Met2 routing:
Cells faint in the background.
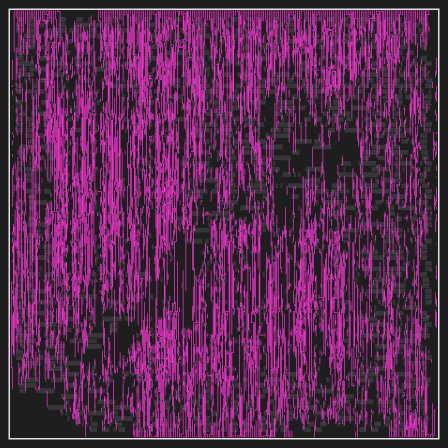
Cell outlines without signal wires:
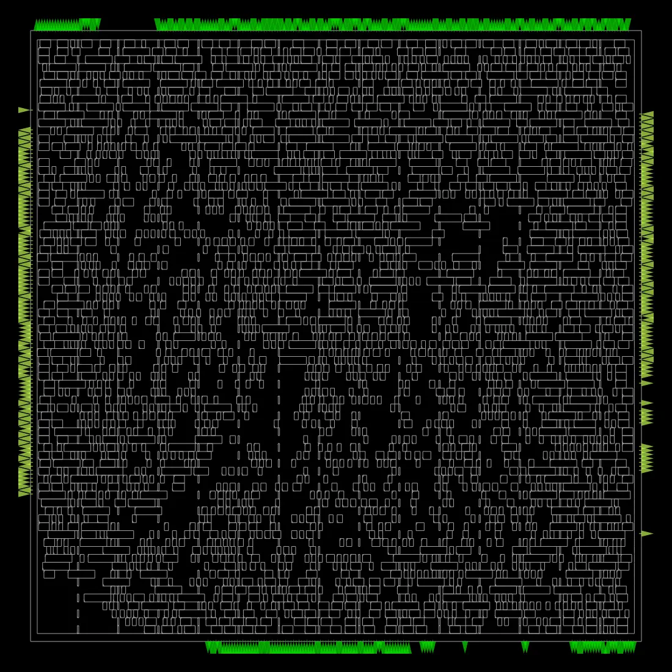
Metal 1:
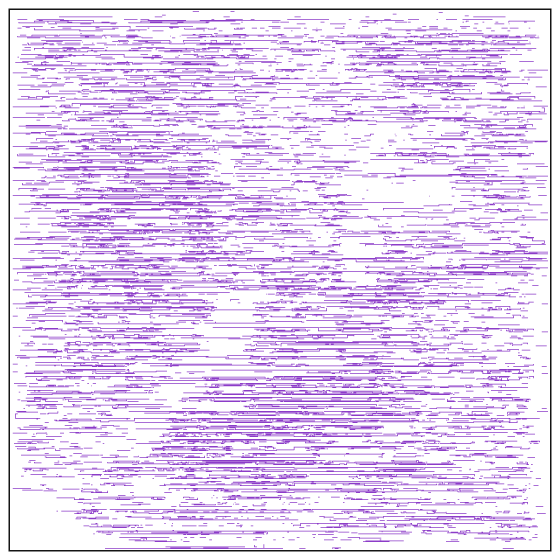
Cell density map:
The die is cut into 21 by 21 equal tiles; white is low, dark blue is high, 0 to 100% covered.
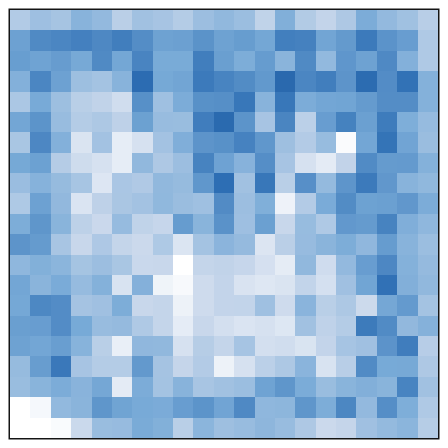
Register map, names as in the netlist:
Other sequential cells in the stronger grey, the rest of the logic in the fainter grey.
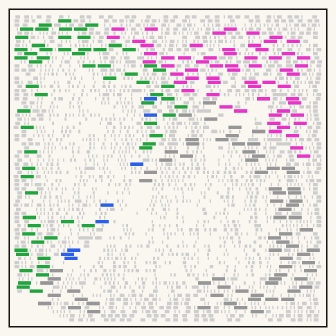
<file path="src/rtl/pipeline_pkg.sv">
// Shared MEM-stage definitions: FSM state encoding, funct3 load/store codes,
// mem_control / wb_control bit layout and fixed bus widths.
package pipeline_pkg;

    localparam int unsigned XLEN       = 64;
    localparam int unsigned MEM_CTRL_W = 5;
    localparam int unsigned WB_CTRL_W  = 2;
    localparam int unsigned STRB_W     = 8;

    // mem_control = {mem_read, mem_write, funct3[2:0]}
    localparam int unsigned MC_READ_BIT  = 4;
    localparam int unsigned MC_WRITE_BIT = 3;

    localparam logic [2:0] F3_LB      = 3'b000;
    localparam logic [2:0] F3_LH      = 3'b001;
    localparam logic [2:0] F3_LW      = 3'b010;
    localparam logic [2:0] F3_LD      = 3'b011;
    localparam logic [2:0] F3_LBU     = 3'b100;
    localparam logic [2:0] F3_LHU     = 3'b101;
    localparam logic [2:0] F3_LWU     = 3'b110;
    localparam logic [2:0] F3_INVALID = 3'b111;

    localparam logic [2:0] F3_SB = 3'b000;
    localparam logic [2:0] F3_SH = 3'b001;
    localparam logic [2:0] F3_SW = 3'b010;
    localparam logic [2:0] F3_SD = 3'b011;

    typedef enum logic [1:0] {
        IDLE = 2'd0,
        REQ  = 2'd1,
        WAIT = 2'd2,
        DONE = 2'd3
    } mem_state_t;

endpackage

</file>
<file path="src/rtl/load_formatter.sv">
// Combinational load formatter: extracts the addressed byte lane(s) from an
// aligned doubleword and sign/zero-extends according to funct3.
//   resp_data : aligned doubleword from memory
//   offset    : byte offset within the doubleword (addr[2:0])
//   funct3    : load type
//   result    : register-ready 64-bit value (0 for the invalid code)
module load_formatter
    import pipeline_pkg::*;
#(
    parameter int unsigned DATA_WIDTH = XLEN
) (
    input  logic [DATA_WIDTH-1:0] resp_data,
    input  logic [2:0]            offset,
    input  logic [2:0]            funct3,
    output logic [DATA_WIDTH-1:0] result
);

    logic [DATA_WIDTH-1:0] shifted;

    always_comb begin
        shifted = resp_data >> {offset, 3'b000};
        case (funct3)
            F3_LB:   result = {{(DATA_WIDTH-8){shifted[7]}}, shifted[7:0]};
            F3_LH:   result = {{(DATA_WIDTH-16){shifted[15]}}, shifted[15:0]};
            F3_LW:   result = {{(DATA_WIDTH-32){shifted[31]}}, shifted[31:0]};
            F3_LD:   result = shifted;
            F3_LBU:  result = DATA_WIDTH'(shifted[7:0]);
            F3_LHU:  result = DATA_WIDTH'(shifted[15:0]);
            F3_LWU:  result = DATA_WIDTH'(shifted[31:0]);
            default: result = '0;
        endcase
    end

endmodule

</file>
<file path="src/rtl/mem_stage.sv">
// Pipeline MEM stage: passes non-memory instructions straight through and runs
// loads/stores over a valid/ready request + response-pulse memory bus,
// stalling upstream until the access completes.
//   clk, reset                       : clock, async active-high reset
//   valid_in, alu_in, store_data_in,
//   dest_in, mem_control_in,
//   wb_control_in                    : EX/MEM slot
//   req_*                            : memory request (aligned address, lane data/strobes)
//   resp_valid, resp_data            : memory response pulse
//   stall_out, misalign_out          : upstream hold, misaligned-access pulse
//   alu_out, mem_data_out, dest_out,
//   wb_control_out                   : values to MEM/WB
module mem_stage
    import pipeline_pkg::*;
#(
    parameter int unsigned DATA_WIDTH   = 64,
    parameter int unsigned REG_ID_WIDTH = 5
) (
    input  logic                    clk,
    input  logic                    reset,
    input  logic                    valid_in,
    input  logic [DATA_WIDTH-1:0]   alu_in,
    input  logic [DATA_WIDTH-1:0]   store_data_in,
    input  logic [REG_ID_WIDTH-1:0] dest_in,
    input  logic [MEM_CTRL_W-1:0]   mem_control_in,
    input  logic [WB_CTRL_W-1:0]    wb_control_in,
    output logic                    req_valid,
    input  logic                    req_ready,
    output logic [DATA_WIDTH-1:0]   req_addr,
    output logic [DATA_WIDTH-1:0]   req_wdata,
    output logic                    req_write,
    output logic [STRB_W-1:0]       req_wstrb,
    input  logic                    resp_valid,
    input  logic [DATA_WIDTH-1:0]   resp_data,
    output logic                    stall_out,
    output logic                    misalign_out,
    output logic [DATA_WIDTH-1:0]   alu_out,
    output logic [DATA_WIDTH-1:0]   mem_data_out,
    output logic [REG_ID_WIDTH-1:0] dest_out,
    output logic [WB_CTRL_W-1:0]    wb_control_out
);

    mem_state_t            state;
    logic [2:0]            funct3_q;
    logic [2:0]            offset_q;
    logic [DATA_WIDTH-1:0] load_data_q;
    logic [DATA_WIDTH-1:0] fmt_data;

    logic                  mem_read;
    logic                  mem_write;
    logic                  is_mem_op;
    logic                  access_fault;
    logic [2:0]            funct3;
    logic [2:0]            offset;
    logic                  addr_misaligned;
    logic [STRB_W-1:0]     size_strb;
    logic [DATA_WIDTH-1:0] size_mask;
    logic [STRB_W-1:0]     wstrb_c;
    logic [DATA_WIDTH-1:0] wdata_c;

    // Decode the incoming slot: alignment, legality and store lane placement.
    always_comb begin
        mem_read  = mem_control_in[MC_READ_BIT];
        mem_write = mem_control_in[MC_WRITE_BIT];
        funct3    = mem_control_in[2:0];
        offset    = alu_in[2:0];
        is_mem_op = valid_in & (mem_read | mem_write);
        case (funct3[1:0])
            2'd0: begin
                addr_misaligned = 1'b0;
                size_strb       = 8'h01;
                size_mask       = DATA_WIDTH'(64'h0000_0000_0000_00FF);
            end
            2'd1: begin
                addr_misaligned = offset[0];
                size_strb       = 8'h03;
                size_mask       = DATA_WIDTH'(64'h0000_0000_0000_FFFF);
            end
            2'd2: begin
                addr_misaligned = |offset[1:0];
                size_strb       = 8'h0F;
                size_mask       = DATA_WIDTH'(64'h0000_0000_FFFF_FFFF);
            end
            default: begin
                addr_misaligned = |offset;
                size_strb       = 8'hFF;
                size_mask       = DATA_WIDTH'(64'hFFFF_FFFF_FFFF_FFFF);
            end
        endcase
        // Stores only define sizes 000-011; loads reject the single unused code.
        access_fault = (mem_read & mem_write) | addr_misaligned
                     | (mem_write ? funct3[2] : (funct3 == F3_INVALID));
        wstrb_c = size_strb << offset;
        wdata_c = (store_data_in & size_mask) << {offset, 3'b000};
    end

    load_formatter #(
        .DATA_WIDTH(DATA_WIDTH)
    ) u_load_formatter (
        .resp_data(resp_data),
        .offset   (offset_q),
        .funct3   (funct3_q),
        .result   (fmt_data)
    );

    // Access FSM with registered request fields and captured load data.
    always_ff @(posedge clk or posedge reset) begin
        if (reset) begin
            state       <= IDLE;
            req_valid   <= 1'b0;
            req_addr    <= '0;
            req_wdata   <= '0;
            req_write   <= 1'b0;
            req_wstrb   <= '0;
            funct3_q    <= '0;
            offset_q    <= '0;
            load_data_q <= '0;
        end else begin
            case (state)
                IDLE: begin
                    if (is_mem_op && !access_fault) begin
                        req_valid   <= 1'b1;
                        req_addr    <= {alu_in[DATA_WIDTH-1:3], 3'b000};
                        req_write   <= mem_write;
                        req_wstrb   <= mem_write ? wstrb_c : '0;
                        req_wdata   <= mem_write ? wdata_c : '0;
                        funct3_q    <= funct3;
                        offset_q    <= offset;
                        load_data_q <= '0;
                        state       <= REQ;
                    end
                end
                REQ: begin
                    if (req_ready) begin
                        req_valid <= 1'b0;
                        state     <= WAIT;
                    end
                end
                WAIT: begin
                    if (resp_valid) begin
                        load_data_q <= req_write ? '0 : fmt_data;
                        state       <= DONE;
                    end
                end
                DONE:    state <= IDLE;
                default: state <= IDLE;
            endcase
        end
    end

    // Stage outputs follow the slot directly; while stalled MEM/WB sees a bubble.
    always_comb begin
        stall_out      = 1'b0;
        misalign_out   = 1'b0;
        alu_out        = alu_in;
        dest_out       = dest_in;
        mem_data_out   = '0;
        wb_control_out = '0;
        if (reset) begin
            alu_out  = '0;
            dest_out = '0;
        end else begin
            case (state)
                IDLE: begin
                    if (is_mem_op) begin
                        misalign_out = access_fault;
                        stall_out    = !access_fault;
                    end else begin
                        wb_control_out = valid_in ? wb_control_in : '0;
                    end
                end
                REQ, WAIT: stall_out = 1'b1;
                DONE: begin
                    mem_data_out   = load_data_q;
                    wb_control_out = valid_in ? wb_control_in : '0;
                end
                default: stall_out = 1'b0;
            endcase
        end
    end

endmodule
</file>
<file path="config.mk">
export PLATFORM = sky130hd
export DESIGN_NAME = mem_stage
export DESIGN_NICKNAME = d
export VERILOG_FILES = /design/src/rtl/pipeline_pkg.sv /design/src/rtl/load_formatter.sv /design/src/rtl/mem_stage.sv
export SDC_FILE = /design/constraint.sdc
export NUM_CORES = 1
export LEC_CHECK = 0
export ABC_AREA = 1
export CAP_MARGIN = 10
export CELL_PAD_IN_SITES_DETAIL_PLACEMENT = 1
export CELL_PAD_IN_SITES_GLOBAL_PLACEMENT = 1
export CORE_MARGIN = 2
export CORE_UTILIZATION = 31
export CTS_BUF_LIST = sky130_fd_sc_hd__clkbuf_8
export DETAILED_ROUTE_END_ITERATION = 6
export GPL_TIMING_DRIVEN = 0
export HOLD_SLACK_MARGIN = 0.08
export PLACE_DENSITY = 0.8
export SLEW_MARGIN = 30
export SYNTH_ARGS = -nofsm -noshare
export SYNTH_HDL_FRONTEND = slang
export SYNTH_SLANG_ARGS = --single-unit
</file>
<file path="constraint.sdc">
create_clock -name clk -period 12.3 [get_ports clk]
set_input_delay 3.075 -clock clk [delete_from_list [all_inputs] [get_ports clk]]
set_output_delay 3.075 -clock clk [all_outputs]
set_load 0.05 [all_outputs]
</file>
==> run_results.csv <==
group,metric,value,unit
die,chip_area,0.04406,sq mm
logic_synthesis,synthCells,2045,
timing,slew_headroom,36.83,%
min_path,whs_path_depth,2,
critical_path,cp.required,9.22,ns
final_layout,fillers,5396,
final_layout,signal_buffers,633,
timing,finalClockSkew,0.03626,ns
final_layout,buffer_area_share,29.34,%
drt,drcViolationCount,0,
timing,setup_violations,0,
run,drv_cap,0,
final_layout,num-multi-input-gates,1533,
final_layout,comb_area,0.006629,sq mm
drt,met3WireLength,4355,microns
cts,cts_tree,"done",
min_path,min_from,"load_data_q[19]$_DFFE_PP0P_",
logic_synthesis,ys_async_sr_fraction,100.0,%
logic_synthesis,ys_area,0.01314,sq mm
timing,holdWs,0.4797,ns
global_route,grt_pass1_vias,16860,
timing,finalHoldViolCount,0,
drt,drt_iter0_drc,1171,
logic_synthesis,synth.cell_area,0.01314,sq mm
cts,post-cts-setup-buffers,0,
critical_path,start_kind,"input pin",
timing,fmax,114.9,MHz
final_layout,comb_share,33.99,%
timing,finalCritPeriodShare,70.76,%
timing,period_needed,8.703,ns
run,tool_warnings,31,
outcome,status,"finished clean",
global_route,grt_pass1_wl,106500,microns
cts,clockBufferDepth,3,
cts,clock_sinks,207,
global_route,grtUsageTotal,32.24,%
cts,clk_pin_slew_worst_paths,0.05,ns
cts,ctsResizeCount,0,
critical_path,reg2reg_to,"load_data_q[36]$_DFFE_PP0P_",
drt,ant_nets,0,
logic_synthesis,edf_count,0,
final_layout,inverters_excl_clock,158,
critical_path,path_class,"in2out",
drt,wl_met1,30390,microns
min_path,hold_path.class,"reg2reg",
drt,wl_per_cell,22.85,microns
placed_design,place_congestion,1.020,
drt,first_pass_iters,5,
-- 'met2 routing' (at the start) --
main direction	vertical
longest straight run	95.0 microns
wire length on this layer	34.4 mm
Total Wirelength: 71580 microns
GR met2 Demand/Resource: 54.67%

-- 'cell outlines without signal wires' (at the start) --
Flop Count: 207
Non-Filler Instances: 3133
row count: 75

-- 'metal 1' (at the start) --
share of all routed wire	42%
nets with wire on the layer	2580
wire length on this layer	30.4 mm
main direction	horizontal
vias: 16080
met1 Usage GRT: 41.15%

-- 'cell density map' (at the start) --
tiles over 75% full	0.90%
nearly empty tiles	0.90%
mean over tiles	43%
Post-Route Utilization: 46.59%
core area: 0.04185 sq mm
fp util: 31.40%

-- 'register map, names as in the netlist' (at the start) --
colour	signal	flops
blue	req_wstrb	8
magenta	req_addr	61
green	req_wdata	64
not coloured	74
Register Area: 0.005180 sq mm
Seq group: 0.00113 W

-- critical path, stage by stage --
cell and delay, ns:
clkdlybuf4s50_1 0.66, nand2_1 0.16, nand3_1 0.20, nand4_2 0.17, nor2_4 0.27, o21ai_0 0.12
nor2_1 0.11, clkdlybuf4s50_1 0.87
-- where the power goes --
part	total (W)	switching (W)	internal, W	leakage (nW)
sequential	0.00113	0.000177	0.000951	2.75
combinational	0.00279	0.00197	0.000812	6.44
clock	0.000639	0.000310	0.000329	0.402
-- cells by family after synthesis --
group	count (synthesis)	synth area share [%]
compound gates	304	12.49
fa+ha+maj	6	0.5712
buf+inv	307	10.21
flops	207	39.41
other cells	1	0.02853
simple gates	1220	37.29
-- layer usage --
metal / vias to the layer above / track usage, %
met5: - / 0
met4: 2 / 10.76
met3: 124 / 6.315
met2: 585 / 54.67
met1: 7866 / 41.15
li1: 7500 / -
-- state kept, by name, summed over array words and instances (netlist names) --
register / count
req_wstrb: 8
req_valid: 1
funct3_q: 3
req_wdata: 64
state: 2
req_write: 1
req_addr: 61
load_data_q: 64
offset_q: 3
-- Yosys cell counts (26+ instances only) --
cell type	number	area share, %
inv_1	151	4.3
nand2_1	879	25
o21ai_0	182	6.9
o21ai_1	45	1.7
nor2_1	183	5.2
buf_2	39	1.5
o211ai_1	39	2.2
dfrtp_1	207	39
nand4_1	36	1.7
a21oi_1	26	0.99
nand3_1	93	3.5
clkbuf_1	71	2.0
-- layout by cell type (no fill, tap or decap), types with 10 or more instances in the layout --
cell type / n
nand2_1: 879
clkbuf_1: 71
buf_1: 16
o211ai_1: 39
clkbuf_8: 45
clkdlybuf4s50_1: 475
inv_1: 164
o21ai_1: 45
nand4_1: 36
buf_2: 39
nand3_1: 93
dfrtp_1: 207
buf_6: 15
nor3_1: 10
nor2_1: 183
o21ai_0: 182
a21oi_1: 26
Power is estimated from default activity; no workload was simulated.
